## src/rtl/cdl_pkg.sv

```systemverilog
// cdl_pkg: shared receiver types, byte-group lengths and state helpers
package cdl_pkg;
  typedef enum logic [1:0] {B8_1 = 2'd0, B8_2 = 2'd1, B9 = 2'd2, IDLE = 2'd3} rcv_state_t;
  localparam logic [3:0] B8_LEN = 4'd8;
  localparam logic [3:0] B9_LEN = 4'd9;
  function automatic logic [3:0] last_bit(input rcv_state_t s);
    return s == B9 ? B9_LEN - 4'd1 : B8_LEN - 4'd1;
  endfunction
  function automatic rcv_state_t next_byte(input rcv_state_t s);
    return s == B8_1 ? B8_2 : s == B8_2 ? B9 : B8_1;
  endfunction
endpackage

```

## src/rtl/flex_counter.sv

```systemverilog
// flex_counter: rollover counter running 1..rollover_val; clear restarts at 1 when enabled, else 0
module flex_counter #(
  parameter int NUM_CNT_BITS = 4
) (
  input  logic                    clk,
  input  logic                    n_rst,
  input  logic                    clear,
  input  logic                    count_enable,
  input  logic [NUM_CNT_BITS-1:0] rollover_val,
  output logic [NUM_CNT_BITS-1:0] count_out,
  output logic                    rollover_flag
);
  assign rollover_flag = count_out == rollover_val;
  always_ff @(posedge clk)
    if (!n_rst) count_out <= '0;
    else if (clear) count_out <= {{(NUM_CNT_BITS-1){1'b0}}, count_enable};
    else if (count_enable) count_out <= rollover_flag ? {{(NUM_CNT_BITS-1){1'b0}}, 1'b1} : count_out + {{(NUM_CNT_BITS-1){1'b0}}, 1'b1};
endmodule

```

## src/rtl/rcv_bit_timer.sv

```systemverilog
// rcv_bit_timer: bit/byte strobe timing for 8,8,9-bit byte groups; RCV_RESYNC_EN enables edge resync
module rcv_bit_timer
  import cdl_pkg::*;
#(
  parameter int BIT_PERIOD   = 8,
  parameter int SAMPLE_PHASE = 4
) (
  input  logic       clk,
  input  logic       n_rst,
  input  logic       rcving,
  input  logic       d_edge,
  output logic       shift_strobe,
  output logic       pad_strobe,
  output logic       byte_received,
  output logic [1:0] byte_phase,
  output logic [3:0] bit_index
);
  localparam logic [3:0] BP = 4'(BIT_PERIOD);
  localparam logic [3:0] SP = 4'(SAMPLE_PHASE);
  rcv_state_t state, nxt_state;
  logic [3:0] nxt_index, cnt;
  logic clear, cnt_en, wrap, active, strobe, early, late, advance, at_last;
  flex_counter #(.NUM_CNT_BITS(4)) u_cnt (
    .clk(clk),
    .n_rst(n_rst),
    .clear(clear),
    .count_enable(cnt_en),
    .rollover_val(BP),
    .count_out(cnt),
    .rollover_flag(wrap)
  );
`ifdef RCV_RESYNC_EN
  assign early = d_edge && cnt > SP && cnt < BP;
  assign late  = d_edge && cnt < SP;
`else
  assign early = 1'b0;
  assign late  = 1'b0;
`endif
  assign active  = state != IDLE;
  assign advance = wrap || early;
  assign at_last = bit_index == last_bit(state);
  always_comb begin
    nxt_state = state;
    nxt_index = bit_index;
    clear     = 1'b0;
    cnt_en    = 1'b0;
    if (!active || !rcving) begin
      clear     = 1'b1;
      nxt_index = '0;
      cnt_en    = !active && rcving && d_edge;
      nxt_state = cnt_en ? B8_1 : IDLE;
    end else begin
      cnt_en    = 1'b1;
      clear     = early || late;
      nxt_index = advance ? (at_last ? 4'd0 : bit_index + 4'd1) : bit_index;
      nxt_state = advance && at_last ? next_byte(state) : state;
    end
  end
  always_ff @(posedge clk)
    if (!n_rst) begin
      state     <= IDLE;
      bit_index <= '0;
    end else begin
      state     <= nxt_state;
      bit_index <= nxt_index;
    end
  // strobes come purely from registered state so a falling rcving cannot cut one short
  assign strobe        = active && cnt == SP;
  assign shift_strobe  = strobe && bit_index < 4'd8;
  assign pad_strobe    = strobe && state == B9 && bit_index == 4'd8;
  assign byte_received = strobe && at_last;
  assign byte_phase    = active ? state : 2'd0;
endmodule
```

## config.mk

```make
export PLATFORM = sky130hd
export DESIGN_NAME = rcv_bit_timer
export DESIGN_NICKNAME = d
export VERILOG_FILES = /design/src/rtl/cdl_pkg.sv /design/src/rtl/flex_counter.sv /design/src/rtl/rcv_bit_timer.sv
export SDC_FILE = /design/constraint.sdc
export NUM_CORES = 1
export LEC_CHECK = 0
export CELL_PAD_IN_SITES_DETAIL_PLACEMENT = 0
export CELL_PAD_IN_SITES_GLOBAL_PLACEMENT = 1
export CORE_MARGIN = 2
export CORE_UTILIZATION = 40
export DETAILED_ROUTE_END_ITERATION = 12
export GPL_TIMING_DRIVEN = 0
export PLACE_DENSITY_LB_ADDON = 0.15
export SKIP_LAST_GASP = 1
export SLEW_MARGIN = 30
export SYNTH_ARGS = -nofsm -noshare
export SYNTH_HDL_FRONTEND = slang
export SYNTH_HIERARCHICAL = 1
export SYNTH_SLANG_ARGS = --single-unit
```

## constraint.sdc

```tcl
create_clock -name clk -period 4 [get_ports clk]
set_clock_uncertainty 0.2 [all_clocks]
set_input_delay 0.4 -clock clk [delete_from_list [all_inputs] [get_ports clk]]
set_output_delay 0.4 -clock clk [all_outputs]
set_load 0.05 [all_outputs]
```

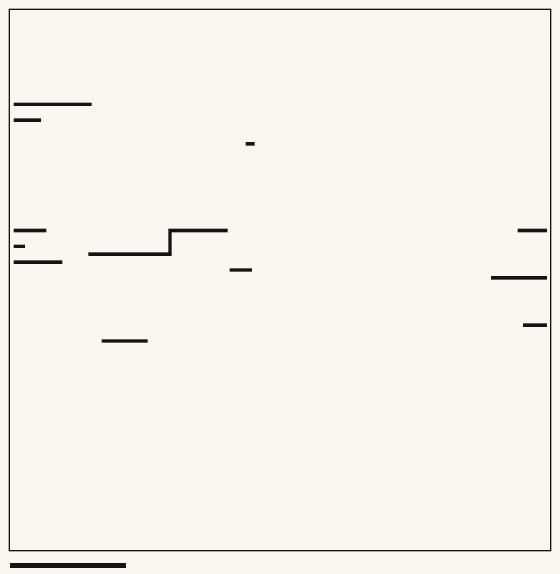
**Above:** run 1 (signal wires on met3).
Scale bar: 10 um.
share of all routed wire	2.9%
nets with wire on the layer	10

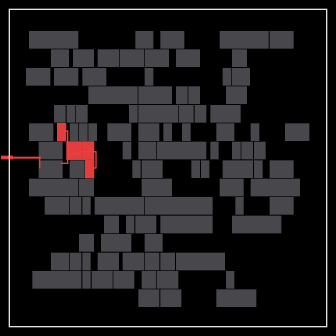
**Above:** run 1 (I/O nets highlighted).
port	colour	bits	direction	end cells	buffers	wire
rcving	red	1	input	4	1	18.9 um
port bufs: 12
I/O Pins: 13

==> results_dict.tcl, run 1 <==
# collected from the flow reports
set metrics [dict create \
    nNetsFinal 109 \
    clock_latency_ps 270 \
    synth_top_cell_by_count "dfxtp_1" \
    antenna_found_initial 0 \
    fillers 154 \
    worstHoldEndpoint "bit_index[2]" \
    ys_warn_count 6 \
    seq_area_frac_synth_pct 27.6 \
    seq_share_pct 21.8 \
    slew_violations 0 \
    slew_headroom_pct 66.5 \
    edf_count 0 \
    power_density_nw_per_um2 258 \
    lay_top_cells "12 x clkdlybuf4s50_1, 10 x dfxtp_1, 9 x nand2_1, 7 x nor2_1" \
    final_cells 126 \
    wl_met3_um 43 \
    post_cts_buffers 0 \
    status "finished, final reports clean" \
    cp.required_ps 3400 \
    tightest_slew_ps 498 \
    yosys.area.top_type "dfxtp_1" \
    ir_worst_vdd_mv 0.153 \
    placed_area_um2 883 \
    cp-startpoint "u_cnt/count_out[2]" \
    dp_hpwl_um 1140 \
    regToRegStartpoint "u_cnt/count_out[1]" \
    nClkBuffers 4 \
    layout_top_cell "clkdlybuf4s50_1" \
    flops 10 \
    multiInputGateArea_um2 513 \
    diodes 0 \
    clock_tree_area_fraction_pct 3.95 \
    worstSetupPathType "reg2out" \
    drc_errors 0 \
    r2r_cells 5 \
    hold_depth 2 \
    start_kind "flop" \
    hold_slack_ps 339 \
    cts_sinks 10 \
    clockRootBuffer "clkbuf_4" \
    cts_made_buffers 3 \
    grt.busiest_layer "met2" \
    leakagePower_nw 0.330 \
    hp-start "bit_index[2]" \
    ant_nets 0 \
    vias 632 \
    timing.final.ws_setup_ps 1240 \
    use_met2_pct 25.8 \
    drt_iter0_drc 12 \
    die_area_um2 2170 \
    setup_viol 0 \
    period_used_pct 69.1 \
    gp_congestion 0.746 \
    finalCoreUtilization_pct 53.8 \
    grtUsageTotal_pct 16.8 \
    drive_gt1_share_pct 13.9 \
    grt_max_degree 9 \
    grt_pass1_wl_um 2500 \
    cts_max_level 1 \
    hold_class "reg2reg" \
    comb_share_pct 55.8 \
    final-hold-violation-count 0 \
    layout.nonclk_buf_share_pct 13.1 \
    layout.area.seq_um2 200 \
    m1WireLength_um 723 \
    dp_cells 122 \
    core_area_um2 1710 \
    cp-endpoint "byte_received" \
    ys.flop_type "dfxtp_1" \
    dr.max_layer_used "met4" \
    rr_endpoint "state[0]" \
    yosys-top-cells-count "10 x dfxtp_1, 9 x nand2_1, 7 x nor2_1" \
    async_flop_share_pct 0 \
    fmax_ghz 0.362 \
    use_met1_pct 21.9 \
    dieWidth_um 46.6 \
    grtUsageMet3_pct 2.35 \
    rows 15 \
    syn_to_final_growth_pct 26.9 \
    hold_buffers 0 \
    taps 25 \
    clockBufferDepth 2 \
    place_ws_ps 1550 \
    yosys_area_um2 724 \
    avgSynthCellArea_um2 8.73 \
    p_total_uw 237 \
    r2r_setup_slack_ps 1980 \
    cts_tree "built" \
    dieHeight_um 46.6 \
    ctsResizeCount 0 \
    grt_pass1_vias 573 \
    synthCells 83 \
    top_area_share_pct 27.6 \
    yosysUniqueCellTypes 34 \
    buffers 12 \
    max-cap-violations 0 \
    initial_core_util_pct 42.4 \
    clkTransAtPathRegs_ps 70 \
    inverters 5 \
    tns_ps 0 \
    met2_length_um 710 \
    nMultiInputCombCells 70 \
    routed_via_density 5.02 \
    ys_cells 83 \
    synth-seq-cells 10 \
    top_cells_by_area "dfxtp_1 28%, ha_1 5.2%, xor2_1 4.8%" \
    warnings 27 \
    crit_fanout 6 \
    drtPass1Iterations 4 \
    drt-total-wl_um 1500 \
    reg_top3 "bit_index x4, u_cnt/count_out x4, state x2" \
    routedWlPerCell_um 11.9 \
    final_area_um2 920 \
    synth_area_um2 724 \
    finalCriticalPeriod_ps 2760 \
    grt_overflow 0 \
    grt_setup_unrepaired "false" \
    arrival_ps 2160 \
    crit_path_end_kind "output pin" \
    dominant_cells "logic gates" \
]
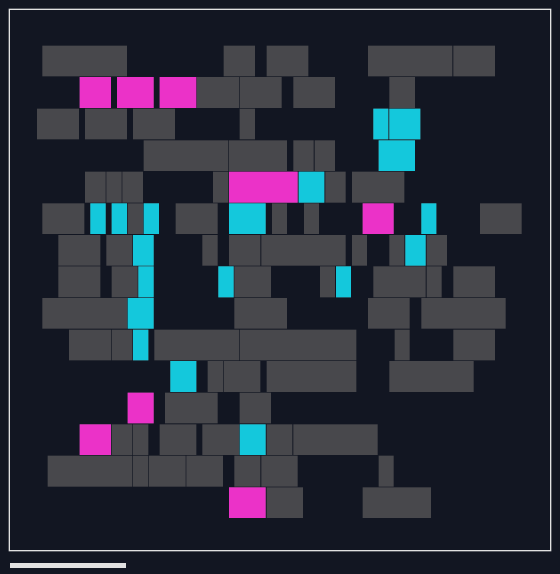
**Above:** run 1 (logic cells by family).
Scale bar: 10 um.
family	colour	cells
AND and OR gates	magenta	8
NAND gates	cyan	18

## run 1: logic make-up (layout without fill, tap and decap cells)
logic type	count (synthesis)	after routing	synth area share (%)
compound gates	16	16	18.5
fa+ha+maj	3	3	5.18
flops	10	10	27.6
xor+xnor	5	5	7.08
mux	3	3	4.15
other cells	2	4	1.04
buf+inv	5	21	2.59
simple gates	39	39	33.9
## run 1: power breakdown
part	leakage (nW)	total, mW	internal (mW)	switching (mW)
logic	0.228	0.0371	0.0148	0.0223
clock network	0.0210	0.0953	0.0554	0.0399
registers	0.0811	0.105	0.102	0.00335
total	0.330	0.237	0.172	0.0656
## run 1: worst max-delay path, stage by stage (launching register included)
cell             delay (ps)
dfxtp_1                 450
nor4b_1                 320
nand2_1                 160
nor2_1                  150
clkdlybuf4s50_1         820
## Run 2: what changed since run 1
--- a/config.mk
+++ b/config.mk
@@ -8,7 +8,7 @@
 export CELL_PAD_IN_SITES_DETAIL_PLACEMENT = 0
 export CELL_PAD_IN_SITES_GLOBAL_PLACEMENT = 1
 export CORE_MARGIN = 2
-export CORE_UTILIZATION = 40
+export CORE_UTILIZATION = 34
 export DETAILED_ROUTE_END_ITERATION = 12
 export GPL_TIMING_DRIVEN = 0
 export PLACE_DENSITY_LB_ADDON = 0.15
==> constraint.sdc (replaced) <==
create_clock -name clk -period 2.3 [get_ports clk]
set_clock_uncertainty 0.2 [all_clocks]
set_input_delay 0.23 -clock clk [delete_from_list [all_inputs] [get_ports clk]]
set_output_delay 0.23 -clock clk [all_outputs]
set_load 0.05 [all_outputs]
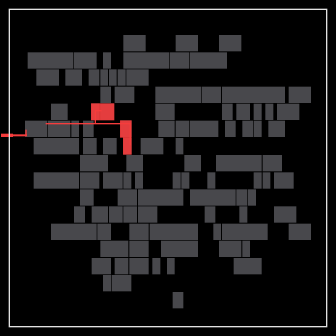
**Above:** run 2 (I/O nets highlighted).
port	colour	bits	direction	end cells	buffers	wire
rcving	red	1	input	4	1	22.6 um

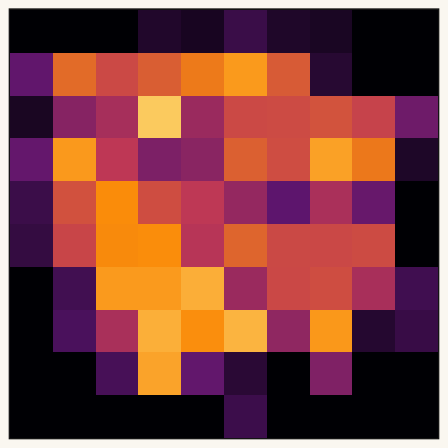
**Above:** run 2 (cell density map).
The die is cut into 10 by 10 equal tiles; black is low, pale yellow is high, 0 to 100% covered.
tiles over 75% full	14%
fullest tile	89%
mean over tiles	35%
nearly empty tiles	25%
densest ninth of the die	middle
Core Util, Final: 45.5%
Core ar.: 1980 um2

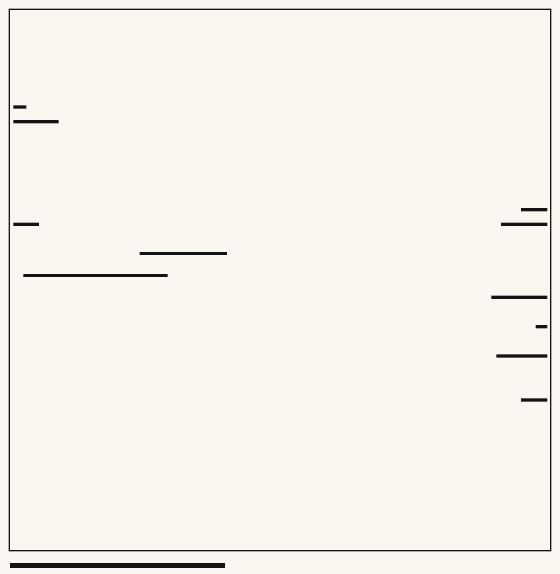
**Above:** run 2 (signal wires on met3).
Scale bar: 20 um.
share of all routed wire	3.3%
main direction	horizontal
wire length on this layer	46.2 um
Global Route met3 Usage: 4.46%
Detailed Route WL: 1390 um
via total after detailed routing: 614

==> run 2 against run 1 <==
  * Synthesized area stayed put
  * Synthesized cell count unchanged
  * Largest power group unchanged
  * Utilization is 8.4 points lower
  * Count of clock-buffer cells in the layout down 1
==> results_dict.tcl, run 2 <==
# collected from the flow reports
set metrics [dict create \
    ctsResizeCount 3 \
    swShare_pct 27.8 \
    crit_path_end_kind "output pin" \
    ys_warn_count 6 \
    clock_latency_ps 260 \
    setup_viol 0 \
    hold_slack_ps 341 \
    comb_share_pct 56.9 \
    drc_errors 0 \
    grt_pass1_vias 533 \
    p_seq_share_pct 50.2 \
    period_used_pct 94.9 \
    yosys-top-cells-count "10 x dfxtp_1, 9 x nand2_1, 7 x nor2_1" \
    seq_share_pct 22.2 \
    r2r_cells 5 \
    synth-seq-cells 10 \
    fmax_ghz 0.458 \
    yosys_area_um2 724 \
    ant_nets 0 \
    ys.flop_type "dfxtp_1" \
    place_ws_ps 56.2 \
    use_met1_pct 16.1 \
    routed_via_density 4.83 \
    m1WireLength_um 699 \
    hold_class "reg2reg" \
    clkTransAtPathRegs_ps 60 \
    worstHoldEndpoint "bit_index[3]" \
    p_clk_share_pct 32.3 \
    finalCriticalPeriod_ps 2180 \
    avgSynthCellArea_um2 8.73 \
    combPwrFrac_pct 17.6 \
    post_cts_buffers 0 \
    lay_top_cells "10 x dfxtp_1, 9 x nand2_1, 9 x clkdlybuf4s50_1, 7 x nor2_1" \
    regToRegStartpoint "u_cnt/count_out[1]" \
    port_buffers 12 \
    clockRootBuffer "clkbuf_4" \
    inverters 5 \
    tns_ps 0 \
    worstPathCellList "nor4b_1 -> nand2_1 -> nor2_1 -> dlygate4sd2_1" \
    tightest_slew_ps 527 \
    cp_slowest_stage_delay_ps 530 \
    drt_iter0_drc 7 \
    grt_pass1_wl_um 2370 \
    async_flop_share_pct 0 \
    cts_tree "built" \
    diodes 0 \
    dominant_cells "logic gates" \
    nClkBuffers 3 \
    yosys.area.top_type "dfxtp_1" \
    reg_top3 "bit_index x4, u_cnt/count_out x4, state x2" \
    grt.busiest_layer "met2" \
    edf_count 0 \
    taps 27 \
    multiInputGateArea_um2 513 \
    rows 16 \
    grt_max_degree 9 \
    gp_congestion 0.733 \
    max-cap-violations 0 \
    slew_headroom_pct 64.6 \
    fillers 199 \
    yosysUniqueCellTypes 34 \
    die_area_um2 2520 \
    clockBufferDepth 2 \
    layout.nonclk_buf_share_pct 12.5 \
    seq_area_frac_synth_pct 27.6 \
    placed_area_um2 886 \
    power_density_nw_per_um2 404 \
    dieHeight_um 50.2 \
    status "finished, final reports clean" \
    cp-endpoint "pad_strobe" \
    crit_fanout 6 \
    synth_area_um2 724 \
    hp-start "bit_index[3]" \
    final_cells 127 \
    rr_endpoint "state[0]" \
    start_kind "flop" \
    worstSetupPathType "reg2out" \
    layout.area.seq_um2 200 \
    path_depth 4 \
    grt_overflow 0 \
    grtUsageTotal_pct 12.6 \
    top_cells_by_area "dfxtp_1 28%, ha_1 5.2%, xor2_1 4.8%" \
    initial_core_util_pct 36.6 \
    arrival_ps 1750 \
    ioPinCount 13 \
    switchingPower_uw 101 \
    hold_buffers 0 \
    dp_cells 124 \
    hold_depth 2 \
    cp_top_family "buffers and inverters" \
    cts_made_buffers 3 \
    synth_top_cell_by_count "dfxtp_1" \
    warnings 27 \
    final-hold-violation-count 0 \
    synthCells 83 \
    dieWidth_um 50.2 \
    antenna_found_initial 0 \
    wl_met3_um 46 \
    met2_length_um 629 \
    nMultiInputCombCells 70 \
    flops 10 \
    layout_top_cell "dfxtp_1" \
    p_total_uw 364 \
    drive_gt1_share_pct 14.0 \
    dp_hpwl_um 1120 \
    dr.max_layer_used "met4" \
]
[run 2: netlist changes by cell type in the layout (fill, tap and decap cells not counted), sizes merged]
| cell | previous run | this run |
|---|---|---|
| dlygate4sd2 | 0 | 2 |
| clkdlybuf4s50 | 12 | 9 |
[run 2: power by group through the flow]
stage / sequential [mW] / combinational, mW / clock (mW)
2_1_floorplan: 0.185 / 0.0463 / 0
3_3_place_gp: 0.187 / 0.0634 / 0
3_5_place_dp: 0.187 / 0.0639 / 0
4_1_cts: 0.183 / 0.0640 / 0.125
5_1_grt: 0.184 / 0.0707 / 0.136
6_report: 0.183 / 0.0640 / 0.118
[run 2: cells by family after synthesis]
logic type	synth area share, %
mux	4.15
simple gates	33.9
compound gates	18.5
buf+inv	2.59
flops	27.6
xor+xnor	7.08
fa+ha+maj	5.18
other cells	1.04
No activity file was given, so power comes from the tool's default toggle rates.
